Floorplan with the power grid:
Scale bar: 200 µm. Pins as bars on the die edge. Tap cells in grey.
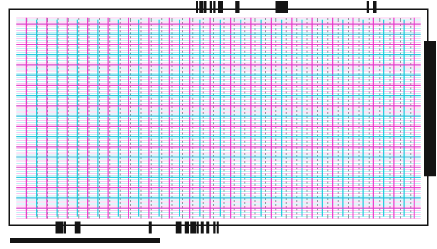
Placed cells, one colour a class:
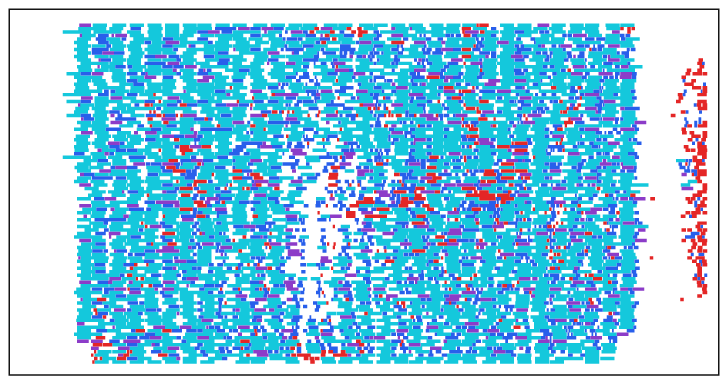
Clock wires, drivers and flops:
Scale bar: 200 µm.
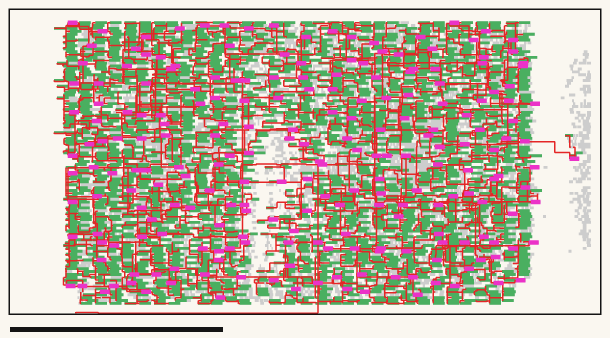
Signal wires by layer:
Scale bar: 200 µm. Only two layers are drawn.
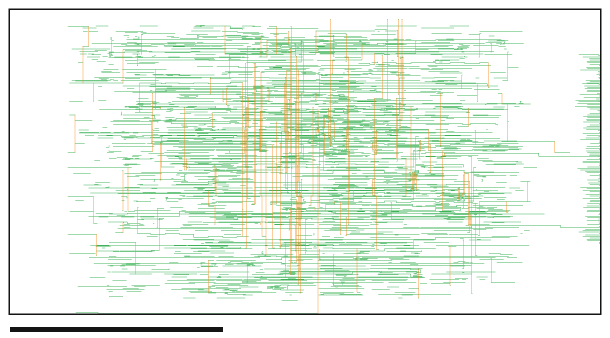
### config.mk
export PLATFORM = sky130hd
export DESIGN_NAME = instr_mem_fetch_flat
export DESIGN_NICKNAME = d
export VERILOG_FILES = /design/src/rtl/instr_mem_fetch_if.sv /design/src/rtl/instr_mem_fetch.sv /design/src/flat_wrapper.sv
export SDC_FILE = /design/constraint.sdc
export NUM_CORES = 2
export LEC_CHECK = 0
export ABC_CLOCK_PERIOD_IN_PS = 4400
export CAP_MARGIN = 20
export CORE_ASPECT_RATIO = 0.5
export CORE_MARGIN = 8
export CORE_UTILIZATION = 56
export CTS_CLUSTER_DIAMETER = 30
export DETAILED_ROUTE_END_ITERATION = 6
export GPL_TIMING_DRIVEN = 0
export HOLD_SLACK_MARGIN = 0.15
export PLACE_DENSITY = 0.76
export SYNTH_ARGS = -nofsm -noshare
export SYNTH_HDL_FRONTEND = slang
export SYNTH_SLANG_ARGS = --single-unit
### constraint.sdc
create_clock -name clk -period 4.4 [get_ports clk]
set_clock_uncertainty 0.15 [all_clocks]
set_input_delay 1.1 -clock clk [delete_from_list [all_inputs] [get_ports clk]]
set_output_delay 1.1 -clock clk [all_outputs]
set_load 0.005 [all_outputs]
### src/rtl/instr_mem_fetch_if.sv
`default_nettype none
// ============================================================================
//  Module      : instr_mem_fetch_if
//  Description : Fetch request/response and program-load bundle of the
//                instruction memory.
//  Revision    : 1.0  initial release
// ============================================================================
interface instr_mem_fetch_if #(
    parameter int ADDR_W = 64
);
    logic              req_valid;
    logic              req_ready;
    logic [ADDR_W-1:0] address;
    logic              resp_valid;
    logic              resp_ready;
    logic [31:0]       data;
    logic              fault;
    logic              load_en;
    logic [ADDR_W-1:0] load_addr;
    logic [31:0]       load_data;
    logic              load_ack;

    modport master (
        output req_valid, address, resp_ready, load_en, load_addr, load_data,
        input  req_ready, resp_valid, data, fault, load_ack
    );

    modport slave (
        input  req_valid, address, resp_ready, load_en, load_addr, load_data,
        output req_ready, resp_valid, data, fault, load_ack
    );
endinterface
`default_nettype wire

### src/rtl/instr_mem_fetch.sv
`default_nettype none
// ============================================================================
//  Module      : instr_mem_fetch
//  Description : Loadable instruction memory with valid/ready fetch and
//                RD_WAIT read wait states. Define INSTR_MEM_PREFETCH_EN for a
//                one-entry next-word prefetch buffer.
//  Revision    : 1.0  initial release
// ============================================================================
module instr_mem_fetch #(
    parameter int          ADDR_W       = 64,
    parameter int          DEPTH        = 64,
    parameter int          RD_WAIT      = 0,
    parameter logic [31:0] DEFAULT_WORD = 32'h0000_0000
) (
    input  wire logic        clk,
    input  wire logic        rst,
    instr_mem_fetch_if.slave bus
);
    localparam int c_IDX_W = (DEPTH > 2) ? $clog2(DEPTH) : 1;
    localparam int c_CNT_W = (RD_WAIT > 0) ? $clog2(RD_WAIT + 1) : 1;
    localparam logic [ADDR_W-3:0] c_DEPTH = (ADDR_W-2)'(DEPTH);

    typedef enum logic [1:0] {
        S_IDLE = 2'd0,
        S_WAIT = 2'd1,
        S_RESP = 2'd2
    } state_t;

    state_t             r_state;
    logic               r_resp_valid;
    logic               r_fault_out;
    logic [31:0]        r_data;
    logic               r_load_ack;
    logic [c_CNT_W-1:0] r_cnt;
    logic [c_IDX_W-1:0] r_idx;
    logic               r_req_fault;
    logic [31:0]        r_mem [DEPTH];

    logic               w_req_ready;
    logic               w_accept;
    logic               w_req_fault;
    logic               w_load_do;
    logic               w_load_fault;
    logic               w_hit;
    logic [c_IDX_W-1:0] w_req_idx;
    logic [c_IDX_W-1:0] w_load_idx;
    logic [31:0]        w_imm_word;

    // Misaligned, or word index at/after DEPTH (any upper address bit counts).
    function automatic logic f_fault(input logic [ADDR_W-1:0] a);
        return (a[1:0] != 2'b00) || (a[ADDR_W-1:2] >= c_DEPTH);
    endfunction

    always_comb begin
        w_req_ready = 1'b0;
        case (r_state)
            S_IDLE:  w_req_ready = ~bus.load_en;
            S_RESP:  w_req_ready = bus.resp_ready;
            default: w_req_ready = 1'b0;
        endcase
    end

    assign w_accept     = bus.req_valid & w_req_ready;
    assign w_req_fault  = f_fault(bus.address);
    assign w_req_idx    = bus.address[c_IDX_W+1:2];
    assign w_load_do    = (r_state == S_IDLE) & bus.load_en;
    assign w_load_fault = f_fault(bus.load_addr);
    assign w_load_idx   = bus.load_addr[c_IDX_W+1:2];

    // Contents deliberately survive reset.
    always_ff @(posedge clk) begin
        if (!rst && w_load_do && !w_load_fault) begin
            r_mem[w_load_idx] <= bus.load_data;
        end
    end

`ifdef INSTR_MEM_PREFETCH_EN
    logic [ADDR_W-1:0] r_addr;
    logic [ADDR_W-1:0] r_pf_addr;
    logic [31:0]       r_pf_data;
    logic              r_pf_valid;
    logic              r_pf_pend;
    logic [ADDR_W-1:0] w_next_addr;
    logic              w_buf_hit;
    logic              w_pend_hit;

    assign w_next_addr = r_addr + ADDR_W'(4);
    assign w_buf_hit   = r_pf_valid && (bus.address == r_pf_addr);
    // A request for the word being prefetched this very cycle is a hit too.
    assign w_pend_hit  = r_pf_pend && (bus.address == w_next_addr);
    assign w_hit       = w_buf_hit | w_pend_hit;
    assign w_imm_word  = w_buf_hit ? r_pf_data : r_mem[w_req_idx];

    always_ff @(posedge clk) begin
        if (rst) begin
            r_addr     <= '0;
            r_pf_addr  <= '0;
            r_pf_data  <= '0;
            r_pf_valid <= 1'b0;
            r_pf_pend  <= 1'b0;
        end else begin
            if (w_accept) begin
                r_addr <= bus.address;
            end
            r_pf_pend <= (r_state == S_RESP) && bus.resp_ready && !bus.req_valid
                         && !r_fault_out && !f_fault(w_next_addr);
            if (w_load_do) begin
                r_pf_valid <= 1'b0;
            end else if (r_pf_pend && (!w_accept || w_pend_hit)) begin
                r_pf_valid <= 1'b1;
                r_pf_addr  <= w_next_addr;
                r_pf_data  <= r_mem[w_next_addr[c_IDX_W+1:2]];
            end
        end
    end
`else
    assign w_hit      = 1'b0;
    assign w_imm_word = r_mem[w_req_idx];
`endif

    always_ff @(posedge clk) begin
        if (rst) begin
            r_state      <= S_IDLE;
            r_resp_valid <= 1'b0;
            r_fault_out  <= 1'b0;
            r_data       <= '0;
            r_load_ack   <= 1'b0;
            r_cnt        <= '0;
            r_idx        <= '0;
            r_req_fault  <= 1'b0;
        end else begin
            r_load_ack <= w_load_do;
            if (w_accept) begin
                r_idx       <= w_req_idx;
                r_req_fault <= w_req_fault;
                if (RD_WAIT == 0 || w_hit) begin
                    r_state      <= S_RESP;
                    r_resp_valid <= 1'b1;
                    r_fault_out  <= w_req_fault;
                    r_data       <= w_req_fault ? DEFAULT_WORD : w_imm_word;
                end else begin
                    r_state      <= S_WAIT;
                    r_resp_valid <= 1'b0;
                    r_cnt        <= c_CNT_W'(RD_WAIT);
                end
            end else begin
                case (r_state)
                    S_WAIT: begin
                        r_cnt <= r_cnt - c_CNT_W'(1);
                        if (r_cnt == c_CNT_W'(1)) begin
                            r_state      <= S_RESP;
                            r_resp_valid <= 1'b1;
                            r_fault_out  <= r_req_fault;
                            r_data       <= r_req_fault ? DEFAULT_WORD : r_mem[r_idx];
                        end
                    end
                    S_RESP: begin
                        if (bus.resp_ready) begin
                            r_state      <= S_IDLE;
                            r_resp_valid <= 1'b0;
                        end
                    end
                    default: ;
                endcase
            end
        end
    end

    assign bus.req_ready  = w_req_ready;
    assign bus.resp_valid = r_resp_valid;
    assign bus.data       = r_data;
    assign bus.fault      = r_fault_out;
    assign bus.load_ack   = r_load_ack;
endmodule
`default_nettype wire

### src/flat_wrapper.sv
// flat-port wrapper written by rule: the top's interface ports become plain ports
module instr_mem_fetch_flat 
#(
    parameter int          ADDR_W       = 64,
    parameter int          DEPTH        = 64,
    parameter int          RD_WAIT      = 0,
    parameter logic [31:0] DEFAULT_WORD = 32'h0000_0000
)
  (clk, rst, bus_req_valid, bus_address, bus_resp_ready, bus_load_en, bus_load_addr, bus_load_data, bus_req_ready, bus_resp_valid, bus_data, bus_fault, bus_load_ack);
  instr_mem_fetch_if #(.ADDR_W(ADDR_W)) bus_i ();
  input  wire logic clk;
  input  wire logic rst;
  input wire logic [$bits(bus_i.req_valid)-1:0] bus_req_valid;
  input wire logic [$bits(bus_i.address)-1:0] bus_address;
  input wire logic [$bits(bus_i.resp_ready)-1:0] bus_resp_ready;
  input wire logic [$bits(bus_i.load_en)-1:0] bus_load_en;
  input wire logic [$bits(bus_i.load_addr)-1:0] bus_load_addr;
  input wire logic [$bits(bus_i.load_data)-1:0] bus_load_data;
  output wire logic [$bits(bus_i.req_ready)-1:0] bus_req_ready;
  output wire logic [$bits(bus_i.resp_valid)-1:0] bus_resp_valid;
  output wire logic [$bits(bus_i.data)-1:0] bus_data;
  output wire logic [$bits(bus_i.fault)-1:0] bus_fault;
  output wire logic [$bits(bus_i.load_ack)-1:0] bus_load_ack;
  assign bus_i.req_valid = bus_req_valid;
  assign bus_i.address = bus_address;
  assign bus_i.resp_ready = bus_resp_ready;
  assign bus_i.load_en = bus_load_en;
  assign bus_i.load_addr = bus_load_addr;
  assign bus_i.load_data = bus_load_data;
  assign bus_req_ready = bus_i.req_ready;
  assign bus_resp_valid = bus_i.resp_valid;
  assign bus_data = bus_i.data;
  assign bus_fault = bus_i.fault;
  assign bus_load_ack = bus_i.load_ack;
  instr_mem_fetch #(.ADDR_W(ADDR_W), .DEPTH(DEPTH), .RD_WAIT(RD_WAIT), .DEFAULT_WORD(DEFAULT_WORD)) u_core (.clk(clk), .rst(rst), .bus(bus_i));
endmodule
==> results.txt <==
flow finished, numbers: cell repeated most along the worst path=buf_2, Post-synth ARST share=0%, initial antenna violation count=23, met3 Use GR=13.8%, syn avg cell area=19.4 µm², final net count=4902, Core Util at FP=56.6%, final hold slack=0.318 ns, critical path launch point type=input pin, post-route core utilization=67.0%, Crit Path Class=in2reg, Fin. Hold Viols=0, outcome=finished, violations left, Floorplan Nets=4352, Internal=0.0332 W, IO Count=201, Chip Area, Yosys=81200 µm², Tmin final=4.55 ns, Synth warnings=0, pre-CTS setup slack=-1.13 ns, cts bufs inserted=219, Max stage delay cell, worst path=clkdlybuf4s50_1, Pre-Repair DR Iteration Count=6, met2 WL=104000 µm, Residual DRC=0, Reg2Reg Capture Point=u_core.r_mem[50][7], RSZ-0062 raised after global routing=yes, GR peak layer=met2, DR WL/cell=35.8 µm, Post-synth seq share=76.6%, Final setup violation count=17, hold path depth=1, Crit path required time=4.95 ns, Flop area=62200 µm², XOR-XNOR Cells, Area Fraction=0%, Reg-to-Reg Start=u_core.bus.resp_valid, H-tree depth=4, final worst slack=-0.147 ns, failing checks=setup timing, GR Layer Usage met2=42.8%, Worst EP arrival=5.10 ns, vias in the first global route=44900, Initial DRC Count=7349, main flop type=edfxtp_1, Tool Warnings=28, filler cell count=8774
-- 'floorplan with the power grid' (at the start) --
| colour | net |
|---|---|
| magenta | VSS |
| cyan | VDD |
met4 straps: 39
met1 rails: 99
tap cells: 1900

-- 'placed cells, one colour a class' (at the start) --
| colour | class | cells | share of their area |
|---|---|---|---|
| purple | clock drivers and dummy loads | 412 | 8.2% |
| cyan | flip-flops | 2083 | 66% |
| blue | all other logic | 1854 | 19% |
| red | other buffers and delay cells | 579 | 5.9% |

-- 'clock wires, drivers and flops' (at the start) --
[red] clock wires | length: 23.1 mm
[magenta] cells driving clock nets | count: 219
[green] flip-flops | count: 2083
routed clock nets: 220

-- 'signal wires by layer' (at the start) --
| colour | layer | wire length |
|---|---|---|
| orange | met4 | 7190 µm |
| green | met3 | 42.7 mm |

[synth_stat cells, types with 2 or more instances]
library cell  count  area share (%)
or3b_2            2           0.022
nor4_1           61            0.47
mux2_2          250             3.5
buf_1            10           0.046
a21oi_1           3           0.018
a211oi_1         99            0.92
buf_8             4           0.074
nand3_1           6           0.037
o41a_1           31            0.43
nand4_1           8           0.062
and2_1           34            0.26
a221oi_1         80            0.86
a22o_1            6           0.065
clkbuf_1         95            0.44
buf_6            23            0.32
nor2b_1          39            0.30
a221o_1          37            0.46
or2_2             4           0.031
dfxtp_1          35            0.86
nand2_1          68            0.31
a211o_1          25            0.27
nor3b_1           2           0.018
nand2b_1          9           0.069
o22ai_1         156             1.2
o21ai_0          63            0.39
mux2i_1         411             5.1
nor3_1           39            0.24
buf_4            41            0.38
nor2_1          199            0.92
nand3b_1          8           0.074
buf_2            78            0.48
edfxtp_1       2048              76
mux4_2          199             5.5
[worst max-delay path by stage]
stage,to,slack (ns),depth (start not counted)
2_1_floorplan,u_core.r_mem[27][0],0.14,5
3_3_place_gp,u_core.r_mem[38][11],-3.04,6
3_5_place_dp,u_core.r_mem[43][10],-1.13,8
4_1_cts,u_core.bus.data[15],0.01,9
5_1_grt,u_core.bus.data[16],-0.02,9
6_report,u_core.bus.data[16],-0.15,9
[cells in the final DEF, fill, tap and decap left out, types with 80 or more instances in the layout]
cell type / instances
edfxtp_1: 2048
mux2i_1: 407
mux2_2: 250
clkbuf_16: 220
mux4_2: 199
clkdlybuf4s50_1: 162
o22ai_1: 156
nor2_1: 135
buf_2: 118
clkbuf_1: 116
a211oi_1: 86
a221oi_1: 80
[flip-flops by register name (all words and copies together), names as in the netlist]
| signal | cells |
|---|---|
| u_core.bus.resp_valid | 1 |
| u_core.bus.data | 32 |
| u_core.r_mem | 2048 |
| u_core.bus.load_ack | 1 |
| u_core.bus.fault | 1 |
[power groups by stage]
stage	combinational, W	sequential [W]	clock (W)
after floorplan	0.00105	0.0222	0
after global placement	0.00221	0.0223	0
after detailed placement	0.00234	0.0222	0
after CTS	0.00237	0.0218	0.0192
after global routing	0.00252	0.0218	0.0200
final	0.00247	0.0218	0.0192
[per-stage QoR]
stage | power (W) | instance area, µm² | TNS, ns
2_1_floorplan | 0.0233 | 81200 | 0
3_3_place_gp | 0.0245 | 85500 | -5695.08
3_5_place_dp | 0.0245 | 88100 | -1232.47
4_1_cts | 0.0434 | 95900 | 0
5_1_grt | 0.0443 | 96000 | -0.0283
6_report | 0.0435 | 96000 | -0.977
[critical path, delay by kind of cell]
family | cells | cell delay, ns
compound gates | 2 | 0.67
buf+inv | 5 | 2.43
mux | 1 | 0.68
simple gates | 1 | 0.16
[cell type report]
cell class | count | share of cell area [%]
Clock buffer | 241 | 5.81
Clock inverter | 171 | 2.16
Antenna cell | 15 | 0.0391
Sequential cell | 2083 | 64.8
Tap cell | 1900 | 2.48
Multi-Input combinational cell | 1854 | 19.0
Buffer | 252 | 1.47
Timing Repair Buffer | 327 | 4.29
[kinds of logic after synthesis]
group | Yosys count
AOI/OAI and AO/OA | 507
DFF | 2083
buffers and inverters | 252
and+or+nand+nor | 485
muxes | 860
Power figures rest on the tool's default switching activity, not on a simulated workload.
